## src/rtl/hdlc_tx_sequencer.sv

```systemverilog
// HDLC transmit bit sequencer: opening flag, buffered payload, FCS, closing flag,
// with zero insertion over payload/FCS and an abort pattern on request.
module hdlc_tx_sequencer #(
    parameter int MAX_BYTES  = 128,
    parameter int ABORT_ONES = 7
) (
    input  logic        Clk,
    input  logic        Rst,
    input  logic        Tx_Enable,
    input  logic        Tx_AbortFrame,
    input  logic        Tx_DataAvail,
    input  logic [7:0]  Tx_FrameSize,
    output logic        Tx_RdBuff,
    input  logic [7:0]  Tx_DataOutBuff,
    output logic        Fcs_Clear,
    output logic        Fcs_Shift,
    output logic        Fcs_BitIn,
    input  logic [15:0] Fcs_Value,
    output logic        Tx,
    output logic        Tx_ValidFrame,
    output logic        Tx_Done,
    output logic        Tx_AbortedTrans
);

    localparam int IDX_W = (ABORT_ONES > 15) ? $clog2(ABORT_ONES + 1) : 4;
    localparam logic [7:0] FLAG = 8'h7E;

    typedef enum logic [2:0] {IDLE, FLAG_S, DATA, FCS, FLAG_E, ABORT} state_t;

    // The registered state always describes the bit currently on Tx; the
    // combinational block decides the bit for the next cycle.
    state_t           state, state_n;
    logic [IDX_W-1:0] idx, idx_n, idx_inc;
    logic             stuffed, stuffed_n;
    logic [2:0]       ones, ones_n;
    logic [7:0]       byte_cnt, byte_n, byte_inc;
    logic [7:0]       size_q, size_n;
    logic [7:0]       cur_byte, cur_n;
    logic [7:0]       hold;
    logic [15:0]      fcs_q, fcs_n;
    logic             rd_q;
    logic             tx_n, valid_n, done_n, rd_n, clr_n, shift_n, aborted_n;
    logic             start, in_frame, last_flag, abort_req;

    assign idx_inc  = idx + IDX_W'(1);
    assign byte_inc = byte_cnt + 8'd1;

    assign start = Tx_Enable && Tx_DataAvail && !Tx_AbortFrame &&
                   (Tx_FrameSize != 8'd0) && ({24'd0, Tx_FrameSize} <= 32'(MAX_BYTES));

    assign in_frame  = (state == FLAG_S) || (state == DATA) || (state == FCS) || (state == FLAG_E);
    assign last_flag = (state == FLAG_E) && (idx[2:0] == 3'd7);
    assign abort_req = in_frame && Tx_ValidFrame && Tx_AbortFrame && !last_flag;

    always_comb begin
        state_n   = state;
        idx_n     = idx;
        stuffed_n = 1'b0;
        ones_n    = 3'd0;
        byte_n    = byte_cnt;
        size_n    = size_q;
        cur_n     = cur_byte;
        fcs_n     = fcs_q;
        tx_n      = 1'b1;
        valid_n   = 1'b0;
        done_n    = 1'b0;
        rd_n      = 1'b0;
        clr_n     = 1'b0;
        shift_n   = 1'b0;
        aborted_n = Tx_AbortedTrans;

        if (abort_req) begin
            state_n   = ABORT;
            idx_n     = '0;
            tx_n      = 1'b0;
            aborted_n = 1'b1;
        end else if ((state == DATA || state == FCS) && !stuffed && ones == 3'd5) begin
            // Inserted zero: position is held so the next real bit resumes in place.
            stuffed_n = 1'b1;
            tx_n      = 1'b0;
            valid_n   = 1'b1;
        end else begin
            case (state)
                IDLE: begin
                    if (start) begin
                        state_n   = FLAG_S;
                        idx_n     = '0;
                        size_n    = Tx_FrameSize;
                        tx_n      = FLAG[0];
                        valid_n   = 1'b1;
                        rd_n      = 1'b1;
                        clr_n     = 1'b1;
                        aborted_n = 1'b0;
                    end
                end
                FLAG_S: begin
                    valid_n = 1'b1;
                    if (idx[2:0] != 3'd7) begin
                        idx_n = idx_inc;
                        tx_n  = FLAG[idx_inc[2:0]];
                    end else begin
                        state_n = DATA;
                        idx_n   = '0;
                        byte_n  = 8'd0;
                        cur_n   = hold;
                        tx_n    = hold[0];
                        shift_n = 1'b1;
                        ones_n  = hold[0] ? 3'd1 : 3'd0;
                        rd_n    = (size_q > 8'd1);
                    end
                end
                DATA: begin
                    valid_n = 1'b1;
                    if (idx[2:0] != 3'd7) begin
                        idx_n   = idx_inc;
                        tx_n    = cur_byte[idx_inc[2:0]];
                        shift_n = 1'b1;
                        ones_n  = tx_n ? ones + 3'd1 : 3'd0;
                    end else if (byte_inc < size_q) begin
                        byte_n  = byte_inc;
                        idx_n   = '0;
                        cur_n   = hold;
                        tx_n    = hold[0];
                        shift_n = 1'b1;
                        ones_n  = tx_n ? ones + 3'd1 : 3'd0;
                        rd_n    = (byte_inc < size_q - 8'd1);
                    end else begin
                        // Last Fcs_Shift was issued in an earlier cycle, so Fcs_Value is settled.
                        state_n = FCS;
                        idx_n   = '0;
                        fcs_n   = Fcs_Value;
                        tx_n    = Fcs_Value[0];
                        ones_n  = tx_n ? ones + 3'd1 : 3'd0;
                    end
                end
                FCS: begin
                    valid_n = 1'b1;
                    if (idx != IDX_W'(15)) begin
                        idx_n  = idx_inc;
                        tx_n   = fcs_q[idx_inc[3:0]];
                        ones_n = tx_n ? ones + 3'd1 : 3'd0;
                    end else begin
                        state_n = FLAG_E;
                        idx_n   = '0;
                        tx_n    = FLAG[0];
                    end
                end
                FLAG_E: begin
                    if (idx[2:0] != 3'd7) begin
                        idx_n   = idx_inc;
                        tx_n    = FLAG[idx_inc[2:0]];
                        valid_n = 1'b1;
                        done_n  = (idx_inc[2:0] == 3'd7);
                    end else begin
                        state_n = IDLE;
                    end
                end
                ABORT: begin
                    if (idx != IDX_W'(ABORT_ONES)) idx_n = idx_inc;
                    else                           state_n = IDLE;
                end
                default: state_n = IDLE;
            endcase
        end
    end

    // FCS strobes lead Tx by one cycle so the CRC is ready right after the last data bit.
    assign Fcs_Shift = shift_n & ~Rst;
    assign Fcs_BitIn = shift_n & tx_n & ~Rst;

    always_ff @(posedge Clk) begin
        if (Rst) begin
            state           <= IDLE;
            idx             <= '0;
            stuffed         <= 1'b0;
            ones            <= 3'd0;
            byte_cnt        <= 8'd0;
            size_q          <= 8'd0;
            cur_byte        <= 8'd0;
            hold            <= 8'd0;
            fcs_q           <= 16'd0;
            rd_q            <= 1'b0;
            Tx              <= 1'b1;
            Tx_ValidFrame   <= 1'b0;
            Tx_Done         <= 1'b0;
            Tx_RdBuff       <= 1'b0;
            Fcs_Clear       <= 1'b0;
            Tx_AbortedTrans <= 1'b0;
        end else begin
            state           <= state_n;
            idx             <= idx_n;
            stuffed         <= stuffed_n;
            ones            <= ones_n;
            byte_cnt        <= byte_n;
            size_q          <= size_n;
            cur_byte        <= cur_n;
            fcs_q           <= fcs_n;
            rd_q            <= Tx_RdBuff;
            if (rd_q) hold  <= Tx_DataOutBuff;
            Tx              <= tx_n;
            Tx_ValidFrame   <= valid_n;
            Tx_Done         <= done_n;
            Tx_RdBuff       <= rd_n;
            Fcs_Clear       <= clr_n;
            Tx_AbortedTrans <= aborted_n;
        end
    end

endmodule

```

## config.mk

```make
export PLATFORM = sky130hd
export DESIGN_NAME = hdlc_tx_sequencer
export DESIGN_NICKNAME = d
export VERILOG_FILES = /design/src/rtl/hdlc_tx_sequencer.sv
export SDC_FILE = /design/constraint.sdc
export NUM_CORES = 1
export LEC_CHECK = 0
export CAP_MARGIN = 20
export CORE_ASPECT_RATIO = 1.25
export CORE_MARGIN = 2
export CORE_UTILIZATION = 40
export CTS_CLUSTER_DIAMETER = 120
export DETAILED_ROUTE_END_ITERATION = 10
export DONT_BUFFER_PORTS = 1
export HOLD_SLACK_MARGIN = 0.06
export PLACE_DENSITY_LB_ADDON = 0.3
export RECOVER_POWER = 100
export SYNTH_ARGS = -nofsm -noshare
export SYNTH_HDL_FRONTEND = slang
export SYNTH_SLANG_ARGS = --single-unit
```

## constraint.sdc

```tcl
create_clock -name Clk -period 4.63 [get_ports Clk]
set_input_delay 0.463 -clock Clk [delete_from_list [all_inputs] [get_ports Clk]]
set_output_delay 0.463 -clock Clk [all_outputs]
set_load 0.01 [all_outputs]
```

==> flow_summary.toml <==
# flow metrics
[global_routing]
grt_pass1_vias = 2736
grt_pass1_wl_mm = 13.2

[synth]
ff_type = "dfxtp_1"
ys_area_sq_um = 3600
ys_warn_count = 0
ys_seq_share_pct = 36.7

[cts]
cts_tree = "yes"
clock_latency_ns = 0.35
clock_sinks = 66

[die]
chip_area_sq_um = 9780
dieHeight_um = 110

[job]
warnings = 29

[drt]
wirelength_mm = 7.94

[status]
status = "completed"

[critical_path]
slowest_stage = "a22oi_1"
slowest_delay_ns = 0.98
path_max_fanout = 15

[placed_design]
place_area_sq_um = 3650

[timing]
max-slew-margin-rel_pct = 19.1
worst_slack_ns = 0.593

[final_layout]
drive_gt1_share_pct = 7.22
nets = 442
==> through the flow <==
step | cells | util (%)
after CTS | 508 | 44.8
final | 508 | 44.5
after floorplan | 390 | -
after global placement | 492 | 42.0
after global routing | 508 | 44.5
after detailed placement | 492 | 42.0
==> Yosys cell counts (all sizes together) (4+ instances only) <==
master / n / area, sq um
or2: 4 / 25.0
nor2b: 4 / 25.0
xnor2: 9 / 78.8
o21ai: 7 / 35.0
nand3: 13 / 65.1
nand2: 23 / 88.8
clkbuf: 9 / 33.8
and3: 4 / 25.0
a211oi: 5 / 37.5
buf: 9 / 62.6
mux2i: 43 / 430
inv: 16 / 60.1
nor2: 55 / 206
nor3: 9 / 50.1
ha: 22 / 275
nand4: 5 / 31.3
dfxtp: 66 / 1320
mux4: 7 / 158
a21o: 7 / 52.6
nand2b: 9 / 56.3
a21oi: 17 / 96.4
==> cell usage in the layout (no fill, tap or decap), drive strengths merged, types with 10 or more instances in the layout <==
cell type  netlist  final
nand3           13     13
a21oi           17     17
ha              22     22
nand2           23     23
mux2i           43     43
dfxtp           66     66
nor2            55     55
inv             16     16
clkbuf           9     10
==> flip-flops by register name, summed over array words and instances (netlist names) <==
signal / cells
idx: 4
ones: 3
Tx_Done: 1
Tx_ValidFrame: 1
stuffed: 1
Fcs_Clear: 1
cur_byte: 8
hold: 8
rd_q: 1
size_q: 8
state: 3
Tx_AbortedTrans: 1
fcs_q: 16
Tx_RdBuff: 1
Tx: 1
byte_cnt: 8
==> cell type report <==
class	instances	area share, %
Inverter	16	1.55
Sequential cell	66	34.1
Clock inverter	6	2.97
Multi-Input combinational cell	290	54.2
Tap cell	120	3.88
Clock buffer	10	3.30
==> layer usage <==
metal	routed length, um	global-route usage (%)	vias up	share of wire (%)
li1	-	-	1376	-
met1	3490	20.8	1293	44
met2	3820	29.7	60	48
met3	381	5.58	16	4.8
met4	245	7.36	0	3.1
met5	0	0	-	0
==> path summary, 6_finish.rpt <==
kind                         from                        to  slack, ns  depth (start not counted)
max reg2reg   idx[0]$_SDFFE_PP0P_  byte_cnt[0]$_SDFFE_PP0P_       0.59                          8
min reg2reg  hold[7]$_SDFFE_PP0P_  cur_byte[7]$_SDFFE_PP0P_       0.50                          2
max           idx[0]$_SDFFE_PP0P_  byte_cnt[0]$_SDFFE_PP0P_       0.59                          8
min                           Rst     state[0]$_SDFFE_PP0P_       0.18                          1
==> report_power, final <==
part	internal, W	switching, W	leakage, nW
combinational	0.0000854	0.0000982	1.08
sequential	0.000588	0.0000459	0.532
clock	0.000359	0.000234	0.117
total	0.00103	0.000378	1.72
==> cells by family after synthesis <==
| logic type | share of synthesized area, % |
|---|---|
| simple gates | 18.9 |
| xor+xnor | 2.68 |
| buf+inv | 4.34 |
| compound gates | 13.1 |
| mux | 16.6 |
| flops | 36.7 |
| fa+ha+maj | 7.64 |
### Where the registers sit

(4 px per um) Other sequential cells in the stronger grey, the rest of the logic in the fainter grey.
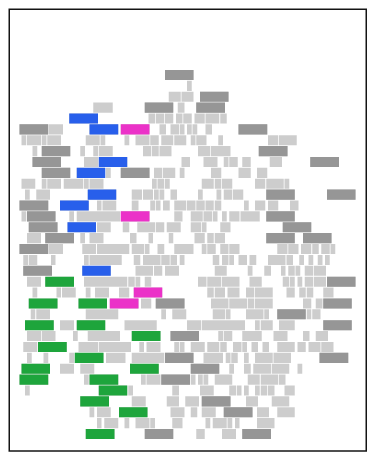
| colour | name in the netlist | flops |
|---|---|---|
| magenta | `idx` | 4 |
| green | `fcs_q` | 16 |
| blue | `cur_byte` | 8 |
not coloured: 38
Seq area share: 34.1%
P_seq: 0.000634 W
final core utilization: 44.5%

### Close-up of the layout

Region (54, 70) to (79, 95) um. Cells in grey, sequential cells in the stronger grey; small squares are vias.
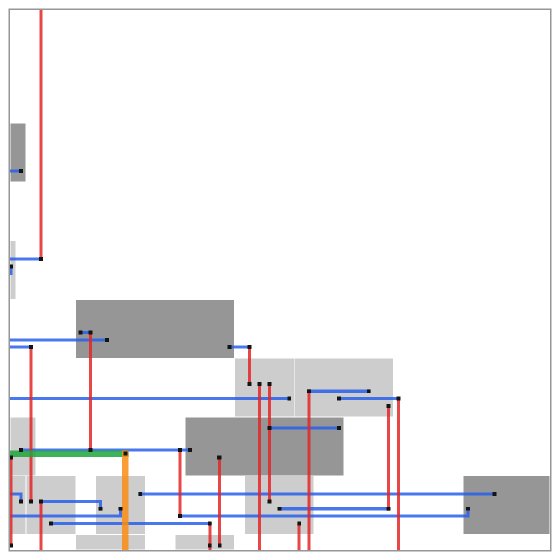
| colour | layer |
|---|---|
| green | M3 |
| blue | M1 |
| red | M2 |
| orange | M4 |
most frequent: dfxtp_1 (3)
sequential cells in the window: 3
cells with their middle in the window: 9

### Gate-type map

(2 px per um)
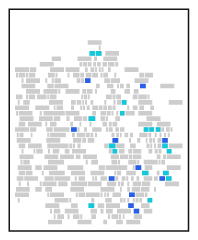
| colour | family | cells | most used |
|---|---|---|---|
| cyan | non-inverting ao/oa cells | 17 | a21o_1 |
| blue | xor and xnor cells | 11 | xnor2_1 |
Layout Cells excl Fill: 508
Comb/total area: 54.2%
Commonest Layout Cell: dfxtp_1

### Track usage over the die

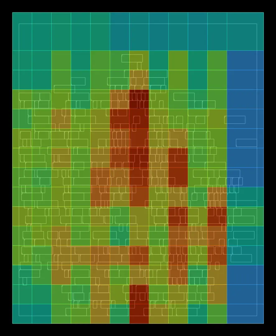
met1 GRT Util: 20.8%
GRT met3 Usage: 5.58%
busiest grt layer: met2
routed len/inst: 15.6 um

Power and IR drop assume default switching activity.
